### config.mk
export PLATFORM = sky130hd
export DESIGN_NAME = lvds_frame_writer
export DESIGN_NICKNAME = d
export VERILOG_FILES = /design/src/rtl/lvds_pkg.sv /design/src/rtl/lvds_ch_mux.sv /design/src/rtl/lvds_frame_writer.sv
export SDC_FILE = /design/constraint.sdc
export NUM_CORES = 1
export LEC_CHECK = 0
export CAP_MARGIN = 20
export CORE_MARGIN = 1
export CORE_UTILIZATION = 44
export DETAILED_ROUTE_END_ITERATION = 6
export PLACE_DENSITY_LB_ADDON = 0.3
export SKIP_LAST_GASP = 1
export SYNTH_ARGS = -nofsm -noshare
export SYNTH_HDL_FRONTEND = slang
export SYNTH_SLANG_ARGS = --single-unit
### constraint.sdc
create_clock -name CLK_IN -period 1.8 [get_ports CLK_IN]
set_input_delay 0.18 -clock CLK_IN [delete_from_list [all_inputs] [get_ports CLK_IN]]
set_output_delay 0.18 -clock CLK_IN [all_outputs]
set_load 0.03 [all_outputs]
### src/rtl/lvds_pkg.sv
`default_nettype none
// ============================================================================
//  Module   : lvds_pkg
//  Brief    : Shared types and helpers for the LVDS frame writer: FSM state
//             encoding, channel-select width helper and header field layout.
//  Revision : 1.0 - initial parametrised release
// ============================================================================
package lvds_pkg;

  // Frame writer FSM states. HDR is only reachable when the header build
  // option is enabled.
  typedef enum logic [2:0] {
    ST_IDLE = 3'd0,
    ST_HDR  = 3'd1,
    ST_DATA = 3'd2,
    ST_SKIP = 3'd3,
    ST_GAP  = 3'd4
  } lvds_state_t;

  // Channel-select width; a single-channel build still carries one select bit.
  function automatic int calc_cw(input int nch);
    return ($clog2(nch) < 1) ? 1 : $clog2(nch);
  endfunction

  // Header word layout {flag, channel, frame_count_lsbs}:
  // the flag sits at bit DW (same position as the group bit of data words).
  localparam logic HDR_FLAG = 1'b1;

  // Lowest bit of the channel field inside the DW-bit header payload.
  function automatic int hdr_ch_lsb(input int dw, input int cw);
    return dw - cw;
  endfunction

endpackage : lvds_pkg
`default_nettype wire

### src/rtl/lvds_ch_mux.sv
`default_nettype none
// ============================================================================
//  Module   : lvds_ch_mux
//  Brief    : Registers all channel sample words and group flags every cycle
//             and selects one channel's {grp, data} from the registered copy.
//  Revision : 1.0 - initial parametrised release
// ============================================================================
module lvds_ch_mux #(
  parameter int DW  = 15,
  parameter int NCH = 4,
  parameter int CW  = 2
) (
  input  logic                CLK_IN,
  input  logic                rst_n,
  input  logic [NCH*DW-1:0]   din,
  input  logic [NCH-1:0]      group_in,
  input  logic [CW-1:0]       ch,
  output logic [DW:0]         word
);

  logic [NCH*DW-1:0] din_r;
  logic [NCH-1:0]    grp_r;
  logic [DW-1:0]     lane [NCH];

  // Capture every channel each cycle so the selected word is one cycle old.
  always_ff @(posedge CLK_IN or negedge rst_n) begin
    if (!rst_n) begin
      din_r <= '0;
      grp_r <= '0;
    end else begin
      din_r <= din;
      grp_r <= group_in;
    end
  end

  for (genvar c = 0; c < NCH; c++) begin : g_lane
    assign lane[c] = din_r[c*DW +: DW];
  end

  // Select the active channel's registered group flag and sample.
  always_comb begin
    word = {grp_r[ch], lane[ch]};
  end

endmodule : lvds_ch_mux
`default_nettype wire

### src/rtl/lvds_frame_writer.sv
`default_nettype none
// ============================================================================
//  Module   : lvds_frame_writer
//  Brief    : Cuts one selected LVDS channel into fixed-length frames and
//             writes {group, data} words into the downstream FIFO, dropping
//             whole frame slots while the FIFO reports prog_full.
//             Build option LVDS_FRAME_HDR_EN prefixes each frame with a
//             header word {1, channel, frame_cnt lsbs}.
//  Revision : 1.0 - initial parametrised release
// ============================================================================
module lvds_frame_writer
  import lvds_pkg::*;
#(
  parameter  int DW        = 15,
  parameter  int NCH       = 4,
  parameter  int BURST_LEN = 512,
  parameter  int GAP_LEN   = 1,
  localparam int CW        = calc_cw(NCH)
) (
  input  logic                CLK_IN,
  input  logic                rst_n,
  input  logic                enable,
  input  logic [CW-1:0]       ch_sel,
  input  logic [NCH*DW-1:0]   din,
  input  logic [NCH-1:0]      group_in,
  input  logic                fifo_prog_full,
  output logic                fifo_wr_en,
  output logic [DW:0]         fifo_wr_data,
  output logic [15:0]         frame_cnt,
  output logic [15:0]         drop_cnt,
  output logic                busy
);

  // One counter serves DATA, SKIP and GAP, so it must cover the longest run.
  localparam int WCW       = $clog2(BURST_LEN + GAP_LEN + 1);
  localparam int GAP_LAST  = (GAP_LEN > 0) ? GAP_LEN - 1 : 0;

`ifdef LVDS_FRAME_HDR_EN
  localparam lvds_state_t FIRST_ST = ST_HDR;
  localparam int          HDR_LSB  = hdr_ch_lsb(DW, CW);
`else
  localparam lvds_state_t FIRST_ST = ST_DATA;
`endif

  lvds_state_t    state, state_nxt;
  logic [WCW-1:0] wcnt, wcnt_nxt;
  logic [CW-1:0]  ch_r;
  logic           start_frame;
  logic           drop_slot;
  logic           wr_word;
  logic           last_word;
  logic [DW:0]    mux_word;
  logic [DW:0]    out_word;

  lvds_ch_mux #(
    .DW  (DW),
    .NCH (NCH),
    .CW  (CW)
  ) u_ch_mux (
    .CLK_IN   (CLK_IN),
    .rst_n    (rst_n),
    .din      (din),
    .group_in (group_in),
    .ch       (ch_r),
    .word     (mux_word)
  );

`ifdef LVDS_FRAME_HDR_EN
  logic        hdr_sel;
  logic [DW:0] hdr_word;

  // Header carries the pre-increment frame count of the frame it opens.
  assign hdr_word = {HDR_FLAG, ch_r, frame_cnt[HDR_LSB-1:0]};
  assign out_word = hdr_sel ? hdr_word : mux_word;
`else
  assign out_word = mux_word;
`endif

  // State and slot counter register.
  always_ff @(posedge CLK_IN or negedge rst_n) begin
    if (!rst_n) begin
      state <= ST_IDLE;
      wcnt  <= '0;
    end else begin
      state <= state_nxt;
      wcnt  <= wcnt_nxt;
    end
  end

  // Next-state decode: frame start / drop decision in IDLE, fixed-length runs after.
  always_comb begin
    state_nxt   = state;
    wcnt_nxt    = wcnt;
    start_frame = 1'b0;
    drop_slot   = 1'b0;
    wr_word     = 1'b0;
    last_word   = 1'b0;
`ifdef LVDS_FRAME_HDR_EN
    hdr_sel     = 1'b0;
`endif
    case (state)
      ST_IDLE: begin
        if (enable) begin
          wcnt_nxt = '0;
          if (!fifo_prog_full) begin
            start_frame = 1'b1;
            state_nxt   = FIRST_ST;
          end else begin
            drop_slot = 1'b1;
            state_nxt = ST_SKIP;
          end
        end
      end
`ifdef LVDS_FRAME_HDR_EN
      ST_HDR: begin
        wr_word   = 1'b1;
        hdr_sel   = 1'b1;
        state_nxt = ST_DATA;
      end
`endif
      ST_DATA: begin
        wr_word = 1'b1;
        if (wcnt == WCW'(BURST_LEN - 1)) begin
          last_word = 1'b1;
          wcnt_nxt  = '0;
          state_nxt = (GAP_LEN > 0) ? ST_GAP : ST_IDLE;
        end else begin
          wcnt_nxt = wcnt + WCW'(1);
        end
      end
      ST_SKIP: begin
        if (wcnt == WCW'(BURST_LEN - 1)) begin
          wcnt_nxt  = '0;
          state_nxt = (GAP_LEN > 0) ? ST_GAP : ST_IDLE;
        end else begin
          wcnt_nxt = wcnt + WCW'(1);
        end
      end
      ST_GAP: begin
        if (wcnt == WCW'(GAP_LAST)) begin
          wcnt_nxt  = '0;
          state_nxt = ST_IDLE;
        end else begin
          wcnt_nxt = wcnt + WCW'(1);
        end
      end
      default: begin
        wcnt_nxt  = '0;
        state_nxt = ST_IDLE;
      end
    endcase
  end

  // Channel is frozen at frame start so mid-frame ch_sel changes are ignored.
  always_ff @(posedge CLK_IN or negedge rst_n) begin
    if (!rst_n) begin
      ch_r <= '0;
    end else if (start_frame) begin
      ch_r <= ch_sel;
    end
  end

  // Registered FIFO write port; data holds its last value between frames.
  always_ff @(posedge CLK_IN or negedge rst_n) begin
    if (!rst_n) begin
      fifo_wr_en   <= 1'b0;
      fifo_wr_data <= '0;
    end else begin
      fifo_wr_en <= wr_word;
      if (wr_word) begin
        fifo_wr_data <= out_word;
      end
    end
  end

  // Completed-frame counter (wraps) and dropped-slot counter (saturates).
  always_ff @(posedge CLK_IN or negedge rst_n) begin
    if (!rst_n) begin
      frame_cnt <= '0;
      drop_cnt  <= '0;
    end else begin
      if (last_word) begin
        frame_cnt <= frame_cnt + 16'd1;
      end
      if (drop_slot && (drop_cnt != 16'hFFFF)) begin
        drop_cnt <= drop_cnt + 16'd1;
      end
    end
  end

  assign busy = (state != ST_IDLE);

endmodule : lvds_frame_writer
`default_nettype wire
Fig. 1: run 1, placed cells, one colour a class
Bar = 20 um. Fill, decap, tap and diode cells in grey.
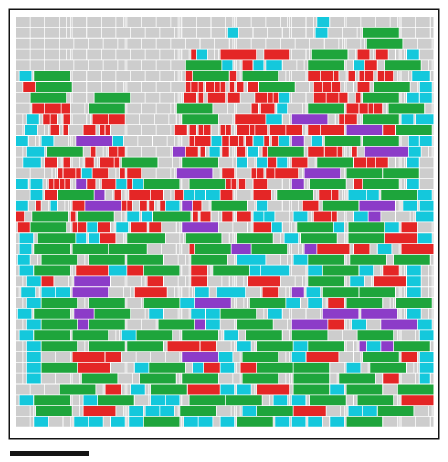
- red: remaining logic cells (cells 200)
- purple: clock drivers and dummy loads (cells 32)
- cyan: remaining buffers and delay cells (cells 159)
- green: registers (cells 128)

Fig. 2: run 1, metal 1
Supply wires on this layer in grey.
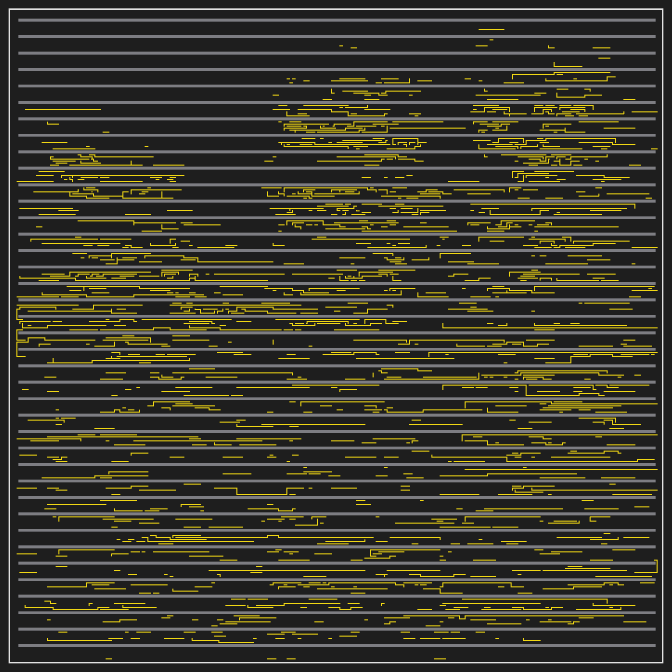
- wire length on this layer: 4,620 um
- longest straight run: 37.7 um
- share of all routed wire: 43%
- main direction: horizontal
- nets with wire on the layer: 513
DRT Wirelength: 10.63 mm
Via Count: 3,294
GR Layer Usage met1: 25.48%

Fig. 3: run 1, metal layers overlaid
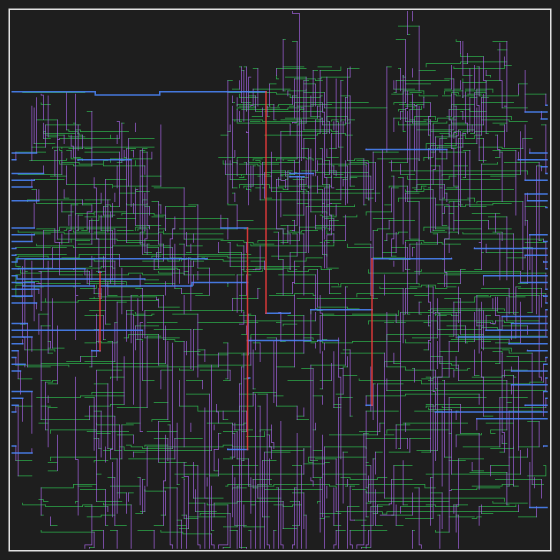
- blue: M3 (wire length 576 um)
- green: M1 (wire length 4,620 um)
- red: M4 (wire length 133 um)
- purple: M2 (wire length 5,310 um)

==> flow_summary.json, run 1 <==
{
  "yosys-stat-cells": 338,
  "drt_pass_1_iters": 4,
  "area_of_the_die_um2": 11610,
  "cts-buffers-inserted": 17,
  "run_status": "finished, violations left",
  "fin_ws_ps": -4.396,
  "worst_skew_pair.late_latency_ps": 510,
  "post_synth_num_cell_types": 42,
  "die_h_um": 107.8,
  "setup_viol_count_final": 1,
  "cts_hold_buf": 1,
  "postSynthCellCount": 338,
  "largest_register_ffs": 60,
  "antenna_violating_nets_post_route": 0,
  "drt_iter0_markers": 116,
  "cts.repair_timing.setup_buffer_count": 4,
  "gpl_congestion": 0.8312,
  "ir_drop_mv": 0.9121,
  "violations": "negative setup slack",
  "rows": 38,
  "drt-met1-wl_mm": 4.617,
  "finish.net_count": 580,
  "route.met3.wl_um": 575,
  "design.portCount": 120,
  "met3_usage_pct": 5.690,
  "synth-seq-area-share_pct": 65.09
}
-- run 1: final timing paths --
check	start	endpoint	slack (ps)	cells after the start
hold / removal	din[35]	u_ch_mux.din_r[35]$_DFF_PN0_	100	1
setup / recovery	wcnt[0]$_DFFE_PN0P_	wcnt[3]$_DFFE_PN0P_	-4	7
min in group asynchronous	rst_n	u_ch_mux.din_r[1]$_DFF_PN0_	190	2
hold reg to reg	drop_cnt[10]$_DFFE_PN0P_	drop_cnt[10]$_DFFE_PN0P_	490	1
max in group asynchronous	rst_n	u_ch_mux.din_r[59]$_DFF_PN0_	990	3
setup reg to reg	wcnt[0]$_DFFE_PN0P_	wcnt[3]$_DFFE_PN0P_	-4	7
-- run 1: cells by family after synthesis --
group / share of synthesized area (%)
compound gates: 2.771
mux: 12.56
fa+ha+maj: 1.017
flops: 65.09
simple gates: 11.70
buf+inv: 1.525
xor+xnor: 5.340
-- run 1: critical path: cells and delay by family, from the launching register on --
family                     cells  cell delay (ps)
and+or+nand+nor                2              140
adders and majority gates      1              170
buffers and inverters          1              150
AOI/OAI and AO/OA              3              830
DFF                            1              400
-- run 1: power breakdown --
group          internal (uW)  switching, uW
logic                   1650           1550
registers               3280            272
clock network           1880           1290
-- run 1: synthesized netlist by cell type (2+ instances only) --
master / instances / area (um^2)
sky130_fd_sc_hd__and4_1: 2 / 17.52
sky130_fd_sc_hd__o21ai_0: 3 / 15.01
sky130_fd_sc_hd__nor2_1: 22 / 82.58
sky130_fd_sc_hd__ha_1: 4 / 50.05
sky130_fd_sc_hd__or3_1: 2 / 12.51
sky130_fd_sc_hd__a211o_1: 4 / 35.03
sky130_fd_sc_hd__or4_4: 2 / 22.52
sky130_fd_sc_hd__inv_1: 6 / 22.52
sky130_fd_sc_hd__nor3_1: 6 / 30.03
sky130_fd_sc_hd__xor2_1: 9 / 78.83
sky130_fd_sc_hd__clkbuf_1: 2 / 7.510
sky130_fd_sc_hd__dfrtp_1: 128 / 3203
sky130_fd_sc_hd__nor3_2: 4 / 40.04
sky130_fd_sc_hd__nand3_1: 14 / 70.07
sky130_fd_sc_hd__nand2_1: 25 / 93.84
sky130_fd_sc_hd__and3_1: 4 / 25.02
sky130_fd_sc_hd__mux2_2: 22 / 247.7
sky130_fd_sc_hd__nor4_1: 2 / 12.51
sky130_fd_sc_hd__a21o_1: 3 / 22.52
sky130_fd_sc_hd__nand2b_1: 2 / 12.51
sky130_fd_sc_hd__xnor2_1: 21 / 183.9
sky130_fd_sc_hd__buf_2: 5 / 25.02
sky130_fd_sc_hd__nor3b_1: 2 / 15.01
sky130_fd_sc_hd__nand4_1: 11 / 68.82
sky130_fd_sc_hd__mux4_2: 16 / 360.4
-- run 1: area by class of cell --
class | count | area, um^2
clock inverter | 14 | 133.9
tap | 140 | 175.2
clock buffer | 18 | 427.9
multi-input combinational | 194 | 1697
inverter | 6 | 22.52
sequential | 128 | 3208
fill | 789 | 3706
timing repair buffer | 159 | 1518
-- run 1: metrics by stage --
step	total power [uW]	setup TNS [ps]
floorplan	5436	-13.53
global placement	6640	-121.5
detailed placement	6731	-484.5
CTS	9991	-55.17
global route	10420	-479.1
finish	9920	-4.396
Fig. 4: run 1, placed standard cells
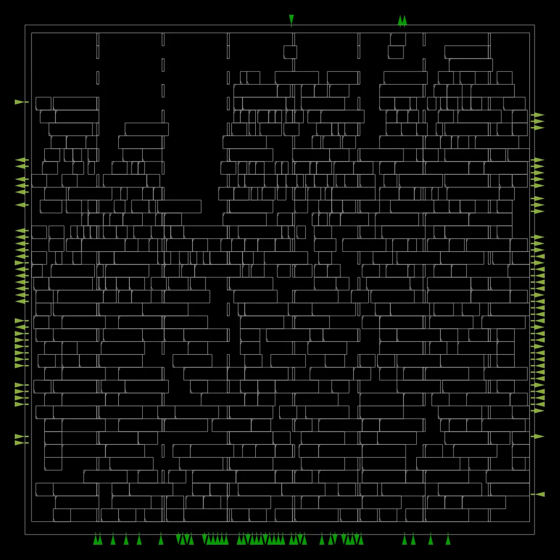

==> run 2, diff against run 1 <==
--- a/config.mk
+++ b/config.mk
@@ -7,10 +7,12 @@
 export LEC_CHECK = 0
 export CAP_MARGIN = 20
 export CORE_MARGIN = 1
-export CORE_UTILIZATION = 44
+export CORE_UTILIZATION = 46
+export CTS_BUF_LIST = sky130_fd_sc_hd__clkbuf_8
 export DETAILED_ROUTE_END_ITERATION = 6
 export PLACE_DENSITY_LB_ADDON = 0.3
 export SKIP_LAST_GASP = 1
 export SYNTH_ARGS = -nofsm -noshare
 export SYNTH_HDL_FRONTEND = slang
+export SYNTH_HIERARCHICAL = 1
 export SYNTH_SLANG_ARGS = --single-unit
Fig. 5: run 2, placed standard cells
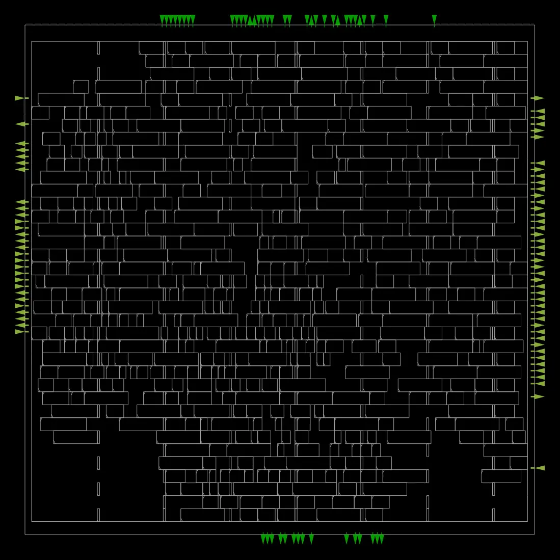
Finished Layout Cells: 675
num tapcells: 136
FILL cells: 755
placeable core area: 10,460 um^2

==> run 2 against run 1 <==
  * The run now ends clean
  * Flip-flop count unchanged
  * Highest routed layer unchanged
  * Critical path depth down 2
  * First-iteration DRC count increased by 47%
  * Synthesized cell count grew 5.0%
  * Maximum frequency increased by 1.2%
  * Global-route usage rose by 0.76 points
==> flow_summary.json, run 2 <==
{
  "ir_drop_mv": 0.7614,
  "antenna_violating_nets_post_route": 0,
  "area_leaders": "sky130_fd_sc_hd__dfrtp_1 63%, sky130_fd_sc_hd__mux2_2 4.5%, sky130_fd_sc_hd__mux4_2 4.5%",
  "synth.cells.most_frequent": "128 x sky130_fd_sc_hd__dfrtp_1, 23 x sky130_fd_sc_hd__nand2_1, 22 x sky130_fd_sc_hd__xnor2_1",
  "most_common_cell": "sky130_fd_sc_hd__dfrtp_1",
  "post_synth_num_cell_types": 52,
  "power.share.clock_pct": 26.3,
  "area_of_the_die_um2": 11400,
  "design.portCount": 120,
  "die_h_um": 106.8,
  "drt_iter0_markers": 170,
  "synth.top_cell.area_share_pct": 63.41,
  "drt_pass_1_iters": 4,
  "rows": 37,
  "run_status": "completed",
  "synth-seq-area-share_pct": 63.41,
  "relative_contribution_of_sequential_cells_to_total_power_pct": 40.3,
  "fin_ws_ps": 17.84,
  "finish.net_count": 601,
  "internal-power_uw": 6189,
  "cts-buffers-inserted": 17
}
-- run 2: final cells by class --
type	instances	area, um^2	share of cell area [%]
Sequential cell	128	3221	44.40
Multi-Input combinational cell	207	1863	25.69
Timing Repair Buffer	165	1582	21.80
Clock buffer	24	330.3	4.554
Tap cell	136	170.2	2.346
Clock inverter	7	57.56	0.7935
Inverter	8	30.03	0.4140
-- run 2: worst max-delay path: cells and delay by family (launching register included) --
family / cells / cell delay (ps)
AND-OR/OR-AND: 1 / 230
adder cells (fa/ha/maj): 1 / 160
flip-flops: 1 / 420
multiplexers: 1 / 290
AND/OR/NAND/NOR: 2 / 580
-- run 2: cells by family (layout without fill, tap and decap cells) --
kind of cell | Yosys count | in the layout | share of synthesized area (%)
compound gates | 31 | 31 | 4.211
xor+xnor | 27 | 27 | 4.682
fa+ha+maj | 4 | 4 | 0.9909
buf+inv | 20 | 204 | 2.378
flops | 128 | 128 | 63.41
mux | 38 | 38 | 12.53
simple gates | 107 | 107 | 11.79
-- run 2: per-layer routing --
metal,share of wire [%],track usage [%]
met1,43,26.72
met2,48,33.96
met3,7.1,7.356
met4,1.5,8.023
met5,0,0
-- run 2: timing repair --
action                                 in CTS  in global routing
setup endpoints to repair                  19                 31
resized                                    13                 17
pin swaps                                   1                  7
hold buffers                                1                  0
endpoints found under the hold margin      38                  0
buffers inserted                            2                  5
-- run 2: through the flow --
step / setup TNS, ps / util, % / power [uW] / hold WS, ps / instances
finish: 0 / 69.33 / 8925 / 190.4 / 675
global route: -153.8 / 69.33 / 9412 / 161.1 / 675
CTS: 0 / 68.48 / 8984 / 164.4 / 670
detailed placement: -167.3 / 64.22 / 6569 / 208.1 / 636
global placement: -6.529 / 64.22 / 6452 / 202.4 / 636
floorplan: -126.6 / - / 5380 / -115.6 / 355
-- run 2: final timing paths --
check,cells after the start,start,end,slack [ps]
worst max-delay path,5,drop_cnt[1]$_DFFE_PN0P_,drop_cnt[1]$_DFFE_PN0P_,20
worst min-delay path,1,din[52],u_ch_mux/din_r[52]$_DFF_PN0_,190
worst max register to register,5,drop_cnt[1]$_DFFE_PN0P_,drop_cnt[1]$_DFFE_PN0P_,20
worst min register to register,1,frame_cnt[15]$_DFFE_PN0P_,frame_cnt[15]$_DFFE_PN0P_,460
max in group asynchronous,3,rst_n,wcnt[5]$_DFFE_PN0P_,880
min in group asynchronous,2,rst_n,u_ch_mux/din_r[3]$_DFF_PN0_,290
-- run 2: power by group through the flow --
stage,registers [uW],logic [uW],clock network (uW)
floorplan,4010,1370,0
detailed placement,3620,2940,0
global route,3660,3210,2550
CTS,3590,2980,2410
finish,3600,2980,2350
global placement,3590,2860,0
Fig. 6: run 2, placed cells, one colour a class
Bar = 20 um. Fill, decap, tap and diode cells in grey.
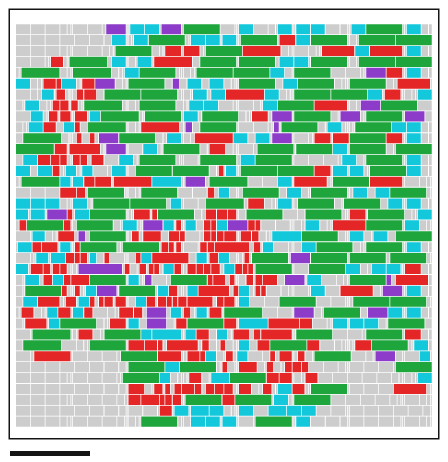

==> run 3, diff against run 2 <==
--- a/config.mk
+++ b/config.mk
@@ -14,5 +14,4 @@
 export SKIP_LAST_GASP = 1
 export SYNTH_ARGS = -nofsm -noshare
 export SYNTH_HDL_FRONTEND = slang
-export SYNTH_HIERARCHICAL = 1
 export SYNTH_SLANG_ARGS = --single-unit
Fig. 7: run 3, placed cells, one colour a class
Bar = 20 um. Fill, decap, tap and diode cells in grey.
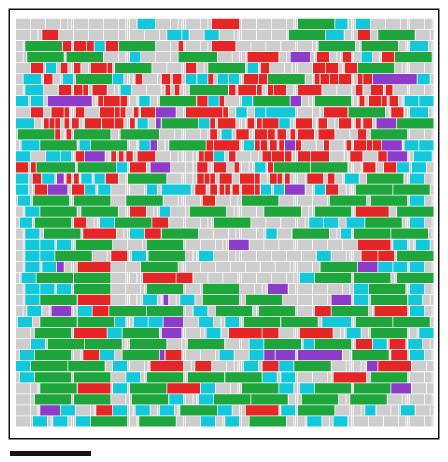
- red: remaining logic cells (cells 200)
- purple: clock drivers and dummy loads (cells 32)
- cyan: remaining buffers and delay cells (cells 163)
- green: registers (cells 128)
post-layout util: 68.23%
num rows: 37
fin area: 7076 um^2
placeable core area: 10,370 um^2
fraction of area in registers: 45.38%

==> run 3 against run 2 <==
  * The run now ends with negative setup slack left
  * First-iteration DRC count shrank 36%
  * Area after synthesis fell by 2.6%
  * Via count decreased by 6.2%
  * Critical path depth rose by 2
  * Worst setup slack worse by 19 ps
  * Synthesized cell count down 4.8%
  * Sequential share of layout area increased by 0.97 points
  * Register-to-register slack got worse by 20 ps
  * Critical endpoint is now wcnt[7]$_DFFE_PN0P_
==> flow_summary.json, run 3 <==
{
  "run_status": "finished, violations left",
  "violations": "negative setup slack",
  "critical_path.max_fanout": 12,
  "rr_endpoint": "wcnt[7]$_DFFE_PN0P_",
  "internal-power_uw": 6388,
  "number_of_warnings_the_tools_reported": 30,
  "cts.repair.resized": 16,
  "synth.cells.most_frequent": "128 x sky130_fd_sc_hd__dfrtp_1, 25 x sky130_fd_sc_hd__nand2_1, 22 x sky130_fd_sc_hd__mux2_2, 22 x sky130_fd_sc_hd__nor2_1, 21 x sky130_fd_sc_hd__xnor2_1",
  "area_of_the_die_um2": 11120,
  "worst-r2r-cell-count": 7,
  "cts-buffers-inserted": 17,
  "setup.worst_path.end": "wcnt[7]$_DFFE_PN0P_",
  "nFillCells": 757,
  "area_leaders": "sky130_fd_sc_hd__dfrtp_1 65%, sky130_fd_sc_hd__mux4_2 7.3%, sky130_fd_sc_hd__mux2_2 5.0%",
  "ir_drop_mv": 0.7537,
  "synth.top_cell.area_share_pct": 65.09,
  "fin_ws_ps": -0.6939,
  "cts.repair_timing.setup_buffer_count": 2,
  "power.share.clock_pct": 26.8,
  "worstReg2RegStart": "wcnt[1]$_DFFE_PN0P_",
  "grt_util_all_layers_pct": 21.17,
  "register_to_register_setup_slack_ps": -0.7,
  "finalWirelength_mm": 10.50,
  "design.portCount": 120,
  "cts_hold_buf": 1,
  "die_h_um": 105.4,
  "crit_path_start_kind": "flip-flop",
  "async_flop_share_pct": 100.0,
  "post_synth_num_cell_types": 42,
  "most_common_cell": "sky130_fd_sc_hd__dfrtp_1",
  "antenna_violating_nets_post_route": 0,
  "timing.setup.tns_ps": -0.6939,
  "design_power_total_uw": 9314,
  "gpl_congestion": 0.8151,
  "setup_viol_count_final": 1,
  "drt_pass_1_iters": 4,
  "relative_contribution_of_sequential_cells_to_total_power_pct": 37.8,
  "finish.net_count": 584
}
==> run 3: cell count changes after synthesis, moves of 4 or more <==
cell and change:
sky130_fd_sc_hd__xor2_1 +4, sky130_fd_sc_hd__mux4_1 -6, sky130_fd_sc_hd__nor4_1 -5, sky130_fd_sc_hd__nor3_1 -5
sky130_fd_sc_hd__o211ai_1 -6, sky130_fd_sc_hd__a211o_1 +4, sky130_fd_sc_hd__nand3_1 -6, sky130_fd_sc_hd__o21ai_0 -9
sky130_fd_sc_hd__nor2_1 +11, sky130_fd_sc_hd__mux4_2 +6
==> run 3: power by group through the flow <==
stage               registers [uW]  clock network [uW]  logic (uW)
floorplan                     3990                   0        1440
global placement              3530                   0        3130
detailed placement            3560                   0        3200
CTS                           3510                2560        3270
global route                  3570                2700        3540
finish                        3520                2500        3290
==> run 3: area by class of cell <==
cell class / count / area [um^2] / share of cell area [%]
Clock inverter: 13 / 146.4 / 2.069
Clock buffer: 19 / 261.5 / 3.696
Timing Repair Buffer: 163 / 1565 / 22.12
Sequential cell: 128 / 3211 / 45.38
Inverter: 6 / 22.52 / 0.3183
Multi-Input combinational cell: 194 / 1699 / 24.01
Tap cell: 136 / 170.2 / 2.405
==> run 3: worst max-delay path, cell delays in order (launching register included) <==
cell and delay [ps]:
sky130_fd_sc_hd__dfrtp_1 390, sky130_fd_sc_hd__ha_4 160, sky130_fd_sc_hd__nand3_4 80, sky130_fd_sc_hd__o41a_1 380, sky130_fd_sc_hd__a31oi_4 200, sky130_fd_sc_hd__buf_12 150
sky130_fd_sc_hd__nor3_1 50, sky130_fd_sc_hd__a211o_1 270
==> run 3: routing by layer <==
layer | global-route usage (%) | up-vias | wire length (um)
li1 | - | 1544 | -
met1 | 25.28 | 1629 | 4290
met2 | 34.54 | 101 | 5338
met4 | 10.26 | 0 | 191
met5 | 0 | - | 0
met3 | 7.050 | 17 | 679
==> run 3: through the flow <==
stage / cell area (um^2) / setup slack (ps) / utilization [%] / cells / hold WS, ps
CTS: 6992 / -12.32 / 67.42 / 655 / 133.5
global placement: 6555 / -3.894 / 63.21 / 620 / 173.0
finish: 7076 / -0.6939 / 68.23 / 659 / 164.2
detailed placement: 6555 / -68.44 / 63.21 / 620 / 182.6
floorplan: 4942 / -8.135 / - / 338 / -115.6
global route: 7076 / -96.67 / 68.23 / 659 / 132.7
==> run 3: kinds of logic after synthesis <==
kind of cell | Yosys count | share of synthesized area, %
xor+xnor | 30 | 5.340
mux | 39 | 12.56
simple gates | 105 | 11.70
buf+inv | 16 | 1.525
fa+ha+maj | 4 | 1.017
compound gates | 16 | 2.771
flops | 128 | 65.09
==> run 3: worst min path at each step <==
| stage | end | slack [ps] | cells after the start |
|---|---|---|---|
| after CTS | u_ch_mux.din_r[40]$_DFF_PN0_ | 130 | 1 |
| after detailed placement | u_ch_mux.din_r[10]$_DFF_PN0_ | 180 | 1 |
| after floorplan | ch_r[0]$_DFFE_PN0P_ | -120 | 0 |
| after global placement | fifo_wr_data[10]$_DFFE_PN0P_ | 170 | 1 |
| after global routing | u_ch_mux.din_r[40]$_DFF_PN0_ | 130 | 1 |
| final | u_ch_mux.din_r[56]$_DFF_PN0_ | 160 | 1 |
Power and IR drop assume default switching activity.
